## src/rtl/rv_ctrl_pkg.sv

```systemverilog
// Shared encodings for the RV32I multi-cycle control path: sequencer states,
// trap causes and writeback-select codes agreed with ctrl_unit.
package rv_ctrl_pkg;

    typedef enum logic [2:0] {
        ST_FETCH  = 3'd0,
        ST_DECODE = 3'd1,
        ST_EXEC   = 3'd2,
        ST_MEM    = 3'd3,
        ST_WB     = 3'd4,
        ST_HALT   = 3'd5,
        ST_TRAP   = 3'd6
    } seq_state_e;

    localparam logic [1:0] TRAP_NONE    = 2'd0;
    localparam logic [1:0] TRAP_ILLEGAL = 2'd1;
    localparam logic [1:0] TRAP_IMEM_TO = 2'd2;
    localparam logic [1:0] TRAP_DMEM_TO = 2'd3;

    localparam logic [1:0] WB_SEL_ALU  = 2'b00;
    localparam logic [1:0] WB_SEL_PC   = 2'b01;
    localparam logic [1:0] WB_SEL_LD   = 2'b10;
    localparam logic [1:0] WB_SEL_NONE = 2'b11;

    // Loads and stores are the only instructions that visit MEM.
    function automatic logic needs_mem(input logic [1:0] wb_sel, input logic mem_wren);
        return (wb_sel == WB_SEL_LD) || mem_wren;
    endfunction

endpackage

```

## src/rtl/mem_watchdog.sv

```systemverilog
// Wait-cycle counter shared by the imem and dmem handshakes; flags when the
// current cycle is the last one a request may wait without an ack.
module mem_watchdog #(
    parameter int unsigned TIMEOUT_CYC = 64
) (
    input  logic i_clk,
    input  logic i_reset,
    input  logic i_clear,
    input  logic i_count_en,
    output logic o_expired_c
);

    localparam int unsigned CW = $clog2(TIMEOUT_CYC);

    logic [CW-1:0] r_cnt;

    always_ff @(posedge i_clk) begin
        if (i_reset) begin
            r_cnt <= '0;
        end else if (i_clear) begin
            r_cnt <= '0;
        end else if (i_count_en) begin
            r_cnt <= r_cnt + CW'(1);
        end
    end

    // Counter holds the number of prior waiting cycles, so this cycle is wait #TIMEOUT_CYC.
    assign o_expired_c = (r_cnt == CW'(TIMEOUT_CYC - 1));

endmodule

```

## src/rtl/multicycle_seq.sv

```systemverilog
// Multi-cycle instruction sequencer: walks FETCH/DECODE/EXEC/MEM/WB, turns
// decoder enables into one-shot strobes, runs memory handshakes and counters.
module multicycle_seq
    import rv_ctrl_pkg::*;
#(
    parameter int unsigned TIMEOUT_CYC = 64,
    parameter int unsigned CNT_W       = 32
) (
    input  logic             i_clk,
    input  logic             i_reset,
    input  logic             i_insn_vld,
    input  logic             i_rd_wren,
    input  logic             i_mem_wren,
    input  logic [1:0]       i_wb_sel,
    input  logic             i_halt,
    input  logic             i_imem_ack,
    input  logic             i_dmem_ack,
    output logic             o_imem_req,
    output logic             o_dmem_req,
    output logic             o_dmem_we,
    output logic             o_ir_en,
    output logic             o_pc_en,
    output logic             o_rf_wren,
    output logic             o_retire,
    output logic             o_halted,
    output logic             o_trap,
    output logic [1:0]       o_trap_cause,
    output logic [CNT_W-1:0] o_cycle_cnt,
    output logic [CNT_W-1:0] o_instret_cnt
);

    seq_state_e       r_state;
    seq_state_e       w_state_nxt;
    logic [1:0]       r_cause;
    logic [1:0]       w_cause_nxt;
    logic [CNT_W-1:0] r_cycle_cnt;
    logic [CNT_W-1:0] r_instret_cnt;
    logic             w_waiting;
    logic             w_expired;

    // A request is waiting whenever it is up and this cycle brings no ack.
    assign w_waiting = ((r_state == ST_FETCH) && !i_imem_ack) ||
                       ((r_state == ST_MEM)   && !i_dmem_ack);

    mem_watchdog #(
        .TIMEOUT_CYC (TIMEOUT_CYC)
    ) u_watchdog (
        .i_clk       (i_clk),
        .i_reset     (i_reset),
        .i_clear     (!w_waiting),
        .i_count_en  (w_waiting),
        .o_expired_c (w_expired)
    );

    always_ff @(posedge i_clk) begin
        if (i_reset) begin
            r_state       <= ST_FETCH;
            r_cause       <= TRAP_NONE;
            r_cycle_cnt   <= '0;
            r_instret_cnt <= '0;
        end else begin
            r_state     <= w_state_nxt;
            r_cause     <= w_cause_nxt;
            r_cycle_cnt <= r_cycle_cnt + CNT_W'(1);
            if (o_retire) begin
                r_instret_cnt <= r_instret_cnt + CNT_W'(1);
            end
        end
    end

    // Next state and strobes; everything is held low while reset is asserted.
    always_comb begin
        w_state_nxt = r_state;
        w_cause_nxt = r_cause;
        o_imem_req  = 1'b0;
        o_dmem_req  = 1'b0;
        o_dmem_we   = 1'b0;
        o_ir_en     = 1'b0;
        o_pc_en     = 1'b0;
        o_rf_wren   = 1'b0;
        o_retire    = 1'b0;
        o_halted    = 1'b0;
        o_trap      = 1'b0;
        if (!i_reset) begin
            case (r_state)
                ST_FETCH: begin
                    o_imem_req = 1'b1;
                    if (i_imem_ack) begin
                        o_ir_en     = 1'b1;
                        w_state_nxt = ST_DECODE;
                    end else if (w_expired) begin
                        w_state_nxt = ST_TRAP;
                        w_cause_nxt = TRAP_IMEM_TO;
                    end
                end
                ST_DECODE: begin
                    if (i_insn_vld) begin
                        w_state_nxt = ST_EXEC;
                    end else begin
                        w_state_nxt = ST_TRAP;
                        w_cause_nxt = TRAP_ILLEGAL;
                    end
                end
                ST_EXEC: begin
                    w_state_nxt = needs_mem(i_wb_sel, i_mem_wren) ? ST_MEM : ST_WB;
                end
                ST_MEM: begin
                    o_dmem_req = 1'b1;
                    o_dmem_we  = i_mem_wren;
                    if (i_dmem_ack) begin
                        if (i_mem_wren) begin
                            o_pc_en     = 1'b1;
                            o_retire    = 1'b1;
                            w_state_nxt = i_halt ? ST_HALT : ST_FETCH;
                        end else begin
                            w_state_nxt = ST_WB;
                        end
                    end else if (w_expired) begin
                        w_state_nxt = ST_TRAP;
                        w_cause_nxt = TRAP_DMEM_TO;
                    end
                end
                ST_WB: begin
                    o_rf_wren   = i_rd_wren;
                    o_pc_en     = 1'b1;
                    o_retire    = 1'b1;
                    w_state_nxt = i_halt ? ST_HALT : ST_FETCH;
                end
                ST_HALT: begin
                    o_halted = 1'b1;
                    if (!i_halt) begin
                        w_state_nxt = ST_FETCH;
                    end
                end
                ST_TRAP: begin
                    o_trap = 1'b1;
                end
                default: begin
                    w_state_nxt = ST_FETCH;
                end
            endcase
        end
    end

    assign o_trap_cause  = i_reset ? TRAP_NONE : r_cause;
    assign o_cycle_cnt   = r_cycle_cnt;
    assign o_instret_cnt = r_instret_cnt;

endmodule
```

## config.mk

```make
export PLATFORM = sky130hd
export DESIGN_NAME = multicycle_seq
export DESIGN_NICKNAME = d
export VERILOG_FILES = /design/src/rtl/rv_ctrl_pkg.sv /design/src/rtl/mem_watchdog.sv /design/src/rtl/multicycle_seq.sv
export SDC_FILE = /design/constraint.sdc
export NUM_CORES = 1
export LEC_CHECK = 0
export CORE_ASPECT_RATIO = 1.5
export CORE_MARGIN = 2
export CORE_UTILIZATION = 45
export DETAILED_ROUTE_END_ITERATION = 6
export MAX_ROUTING_LAYER = met4
export PLACE_DENSITY = 0.84
export SLEW_MARGIN = 20
export SYNTH_ARGS = -nofsm -noshare
export SYNTH_HDL_FRONTEND = slang
export SYNTH_SLANG_ARGS = --single-unit
```

## constraint.sdc

```tcl
create_clock -name i_clk -period 1.9 [get_ports i_clk]
set_input_delay 0.38 -clock i_clk [delete_from_list [all_inputs] [get_ports i_clk]]
set_output_delay 0.38 -clock i_clk [all_outputs]
set_load 0.005 [all_outputs]
```

### I/O nets highlighted, run 1

Bar = 20 um.
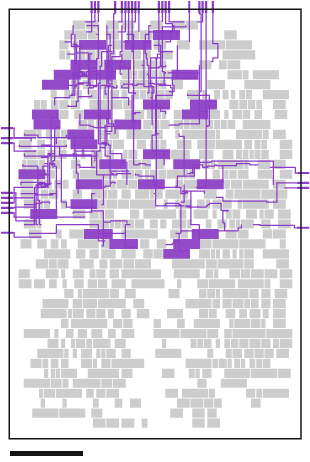
[purple] o_instret_cnt | bits: 32 | direction: output | end cells: 32 | buffers: 40 | wire: 1710 um
PortBufs: 84
I/O pin cnt: 85

### Sequential cells coloured by netlist name, run 1

Bar = 20 um. Other sequential cells in the stronger grey, the rest of the logic in the fainter grey.
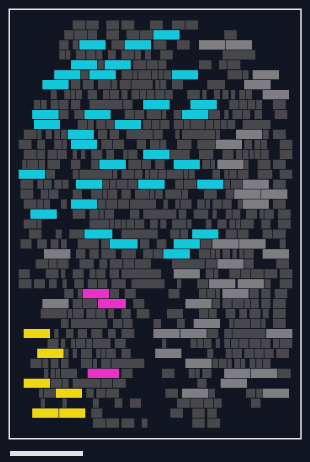
[magenta] r_state | sequential cells: 3
[cyan] o_instret_cnt | sequential cells: 32
[yellow] u_watchdog.r_cnt | sequential cells: 6 | where: lower left
not coloured: 34

### Wiring by layer, run 1

Two of the layers only.
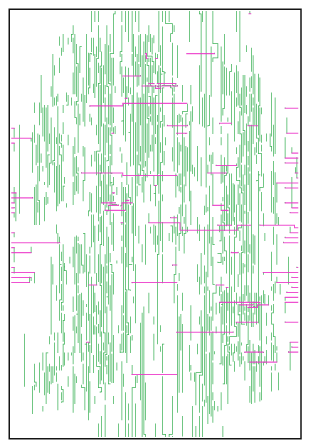
[green] metal 2 | wire length: 5910 um
[magenta] metal 3 | wire length: 400 um
wire per inst: 16.3 um
total track usage: 24.0%
overall routed net length: 11.1 mm
total number of vias: 4002

### Metal 1, run 1

Bar = 20 um. Supply wires on this layer in grey.
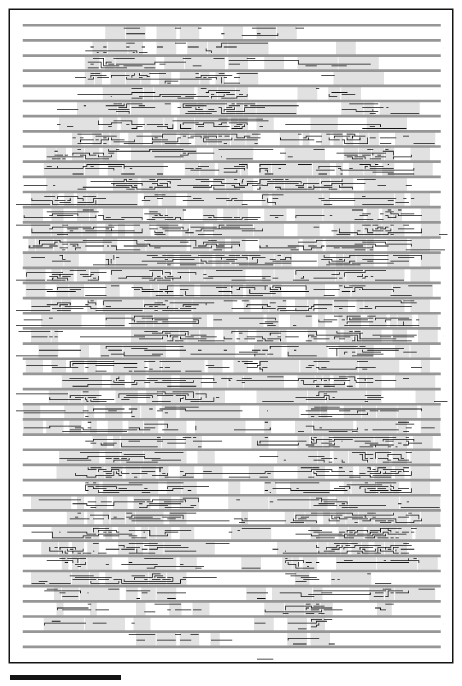
wire length on this layer: 4440 um
longest straight run: 19.8 um
main direction: horizontal
share of all routed wire: 40%

[run 1: repair_timing]
item                                    4_1_cts  5_1_grt
endpoints found under the setup margin       22       21
pin swaps                                     5        8
cloned                                        0        1
setup buffers                                 1        1
gates resized                                25       21
[run 1: final cells by class]
class | instances | area, um2
multi-input cells | 332 | 2260
inverters | 9 | 33.8
flip-flops and latches | 75 | 1510
fillers | 680 | 2830
well taps | 107 | 134
clock buffers | 15 | 278
repair buffers | 143 | 1290
clock inverters | 1 | 30.0
[run 1: cell usage in the layout (no fill, tap or decap), drive strengths merged, types with 18 or more instances in the layout]
master	instances
clkdlybuf4s50	72
or4	18
a21oi	40
nor2	34
o21ai	19
nand2	26
nand3	18
dfxtp	75
buf	61
nand4	21
or3	18
o31ai	18
[run 1: routing by layer]
layer	vias up	GRT usage, %	part of all wire [%]
met3	28	4.52	3.6
met4	0	10.8	3.3
met1	1918	26.0	40
met2	115	42.3	53
li1	1941	-	-
met5	-	-	0
[run 1: cell families after synthesis]
logic type,count (synthesis),share of synthesized area [%]
and+or+nand+nor,201,31.6
AOI/OAI and AO/OA,103,17.4
DFF,75,39.2
buffers and inverters,39,4.87
xor gates and xnor gates,17,3.89
muxes,7,2.06
adders and majority gates,3,0.980
[run 1: power groups by stage]
stage	logic (mW)	registers, mW	clock network, mW
4_1_cts	0.410	1.64	1.78
2_1_floorplan	0.191	1.66	0
6_report	0.438	1.65	1.75
3_3_place_gp	0.379	1.67	0
5_1_grt	0.470	1.65	1.87
3_5_place_dp	0.390	1.67	0
[run 1: per-stage QoR]
stage	utilization [%]	area, um2	std cells
after detailed placement	61.1	5110	664
after global routing	66.2	5540	682
after CTS	65.1	5440	680
after floorplan	-	3830	445
final	66.2	5540	682
after global placement	61.1	5110	664
==> flow_summary.json, run 1 <==
{
  "outcome": "finished, violations left",
  "violations": "negative setup slack",
  "worst_ep_required_time_ps": 2120,
  "p_switching_uw": 882,
  "synth-cells-yosys": 445,
  "whs_path_depth": 1,
  "power_frac_seq_pct": 42.9,
  "r2r_cells": 4,
  "syn-num-nets": 458,
  "fmax_ghz": 0.522,
  "fin_crit_ps": 1920,
  "switching_share_pct": 23.0,
  "p_per_area_nw_per_um2": 694,
  "r2r_slack_ps": -20,
  "relSlewSlack_pct": 67.4,
  "die_x_um": 79.3,
  "cp_cell_sequence": "and4_1, nand4_1, nor4_1, mux2_1",
  "syn_area_um2": 3830,
  "setup_viol": 1,
  "nets": 583,
  "slowest_delay_ps": 460,
  "startpoint": "o_instret_cnt[14]",
  "num_rows": 41,
  "crit_family": "simple AND/OR/NAND/NOR gates",
  "tightest_slew_ps": 489,
  "yosysWarnings": 0,
  "numCtsBuffers": 9,
  "top_cell": "dfxtp_1",
  "ys_area_um2": 3830,
  "top_area_cell": "dfxtp_1",
  "synthCells": 445,
  "clk_path_buf_depth": 2,
  "maxCapViolations": 0,
  "slowest_stage": "dfxtp_1",
  "hold_ws_ps": 450,
  "fin_total_pwr_mw": 3.84,
  "dp_slack_ps": -486,
  "synthDominantCellAreaShare_pct": 39.2,
  "critPathKind": "flip-flop to flip-flop",
  "worstReg2RegEnd": "o_instret_cnt[31]",
  "ff_type": "dfxtp_1",
  "cts_tree": "built",
  "drv_slew": 0,
  "hp-start": "u_watchdog.r_cnt[0]",
  "p_clk_share_pct": 45.7,
  "drive_gt1_share_pct": 19.0,
  "gp_congestion": 0.853,
  "grt_pass1_vias": 3701,
  "dp_hpwl_mm": 7.70,
  "endpoint_kind": "flip-flop",
  "grt.overflow.total": 0,
  "cts.sinks": 75,
  "synthToLayoutAreaGrowth_pct": 44.6,
  "peakVddDrop_mv": 0.527,
  "fin_ws_ps": -17.4,
  "die_h_um": 117,
  "timing.rr.start": "o_instret_cnt[14]",
  "drtAntennaViolNets": 0,
  "cts_max_level": 3,
  "ctsHoldBuffers": 0,
  "fin_crit_sh_pct": 101,
  "rsz0062_at_grt": "yes",
  "synth-async-reset-ratio_pct": 0,
  "startpoint_type": "flip-flop",
  "grt_max_degree": 49,
  "fp_util_pct": 45.8,
  "numSynthFlops": 75,
  "endpoint": "o_instret_cnt[31]",
  "core_um2": 8360,
  "postSynthSeqShare_pct": 39.2,
  "path_max_fanout": 8,
  "insertion_delay_ps": 340,
  "fin_skew_ps": 4.21,
  "first_pass_iters": 4,
  "edf_count": 0,
  "min_path_type": "flip-flop to flip-flop",
  "hold_viol": 0,
  "path_depth": 4,
  "ys_types": 56,
  "combPwrFrac_pct": 11.4,
  "n_antenna_cell": 0,
  "final.setup.tns_ps": -17.4,
  "chip_area_um2": 9280
}
==> run 2: changes to the inputs <==
TNS_END_PERCENT = 1   (was default)
### Sequential cells coloured by netlist name, run 2

Bar = 20 um. Other sequential cells in the stronger grey, the rest of the logic in the fainter grey.
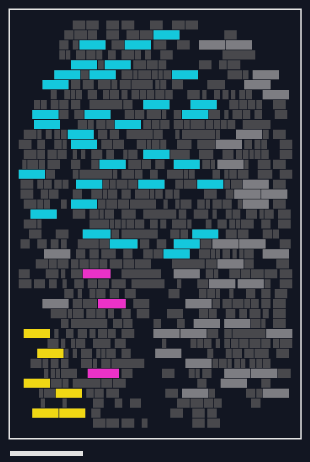
[magenta] r_state | sequential cells: 3
[yellow] u_watchdog.r_cnt | sequential cells: 6 | where: lower left
[cyan] o_instret_cnt | sequential cells: 32
not coloured: 34
Flop area: 1510 um2
Core Util, Final: 65.9%

==> run 2 against run 1 <==
Routed wire length shrank 3.5%. The flow now finishes without violations. Cell count shrank 0.15%. Critical endpoint is now r_state[2]. Non-clock buffer count is the same.
==> flow_summary.json, run 2 <==
{
  "outcome": "finished clean",
  "grt_max_degree": 49,
  "hold_ws_ps": 449,
  "highest_layer": "met4",
  "maxCapViolations": 0,
  "use_met1_pct": 25.8,
  "peakVddDrop_mv": 0.508,
  "syn-num-nets": 458,
  "die_h_um": 117,
  "grt_util_met2_pct": 42.0,
  "path_max_fanout": 5,
  "edf_count": 0,
  "wl_met1_mm": 4.27,
  "layout.cells.non_filler": 681,
  "synthDominantCellAreaShare_pct": 39.2,
  "die_x_um": 79.3,
  "placed_cells": 664,
  "crit_family": "AND-OR/OR-AND gates",
  "final.setup.tns_ps": 0,
  "fin_total_pwr_mw": 3.83,
  "chip_area_um2": 9280,
  "cp_cell_sequence": "buf_4, buf_4, or3_4, a2111oi_4, a2111oi_0, a211oi_1",
  "slowest_delay_ps": 420,
  "fmax_ghz": 0.529,
  "p_per_area_nw_per_um2": 694,
  "hold_viol": 0,
  "synth-async-reset-ratio_pct": 0,
  "clk_path_buf_depth": 2,
  "numCtsBuffers": 9,
  "core_um2": 8360,
  "most-common-layout-cells": "72 x clkdlybuf4s50_1, 70 x dfxtp_1, 58 x buf_4",
  "lay_top_count": "clkdlybuf4s50_1",
  "ctsHoldBuffers": 0,
  "dr_total_vias": 4000,
  "fin_crit_sh_pct": 99.5,
  "slowest_stage": "or3_4",
  "cts_tree": "built",
  "rsz0062_at_grt": "yes"
}
### I/O nets highlighted, run 2

Bar = 20 um.
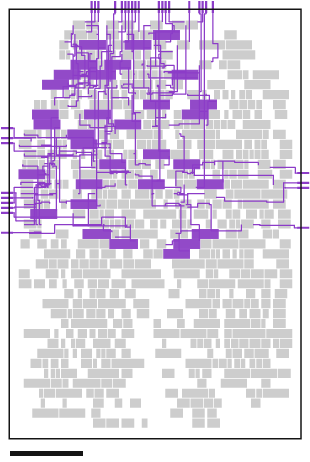
[purple] o_instret_cnt | bits: 32 | direction: output | end cells: 32 | buffers: 40 | wire: 1720 um

[run 2: kinds of logic (layout without fill, tap and decap cells)]
kind of cell | count (synthesis) | after routing | share of synthesized area [%]
flops | 75 | 75 | 39.2
xor+xnor | 17 | 17 | 3.89
buf+inv | 39 | 168 | 4.87
compound gates | 103 | 103 | 17.4
fa+ha+maj | 3 | 3 | 0.980
simple gates | 201 | 201 | 31.6
mux | 7 | 7 | 2.06
[run 2: worst paths after layout]
| path | slack [ps] | from | depth (start not counted) | end |
|---|---|---|---|---|
| hold reg to reg | 450 | u_watchdog.r_cnt[0] | 1 | u_watchdog.r_cnt[0] |
| setup / recovery | 10 | r_state[0] | 6 | r_state[2] |
| setup reg to reg | 10 | r_state[0] | 6 | r_state[2] |
| hold / removal | 450 | u_watchdog.r_cnt[0] | 1 | u_watchdog.r_cnt[0] |
[run 2: metrics by stage]
stage	worst slack [ps]	area [um2]
2_1_floorplan	9.36	3830
3_3_place_gp	-420	5110
3_5_place_dp	-486	5110
4_1_cts	-208	5430
5_1_grt	-70.1	5510
6_report	9.54	5510
[run 2: timing repair]
item | in CTS | in global routing
buffers inserted | 1 | 0
setup endpoints to repair | 22 | 28
gates resized | 22 | 19
pin swaps | 5 | 3
[run 2: where the power goes]
group | total, mW | switching (mW) | leakage [nW] | internal [mW]
clock | 1.74 | 0.616 | 0.150 | 1.13
combinational | 0.438 | 0.212 | 1.20 | 0.226
sequential | 1.65 | 0.0378 | 0.608 | 1.61
total | 3.83 | 0.865 | 1.96 | 2.96
[run 2: area by class of cell]
cell class              count  area, um2  share of cell area [%]
clock buffers              15        278                    5.04
clock inverters             1       30.0                   0.545
inverters                   9       33.8                   0.613
multi-input cells         331       2240                    40.5
flip-flops and latches     75       1510                    27.4
well taps                 107        134                    2.43
repair buffers            143       1290                    23.4
Power is estimated from default activity; no workload was simulated.
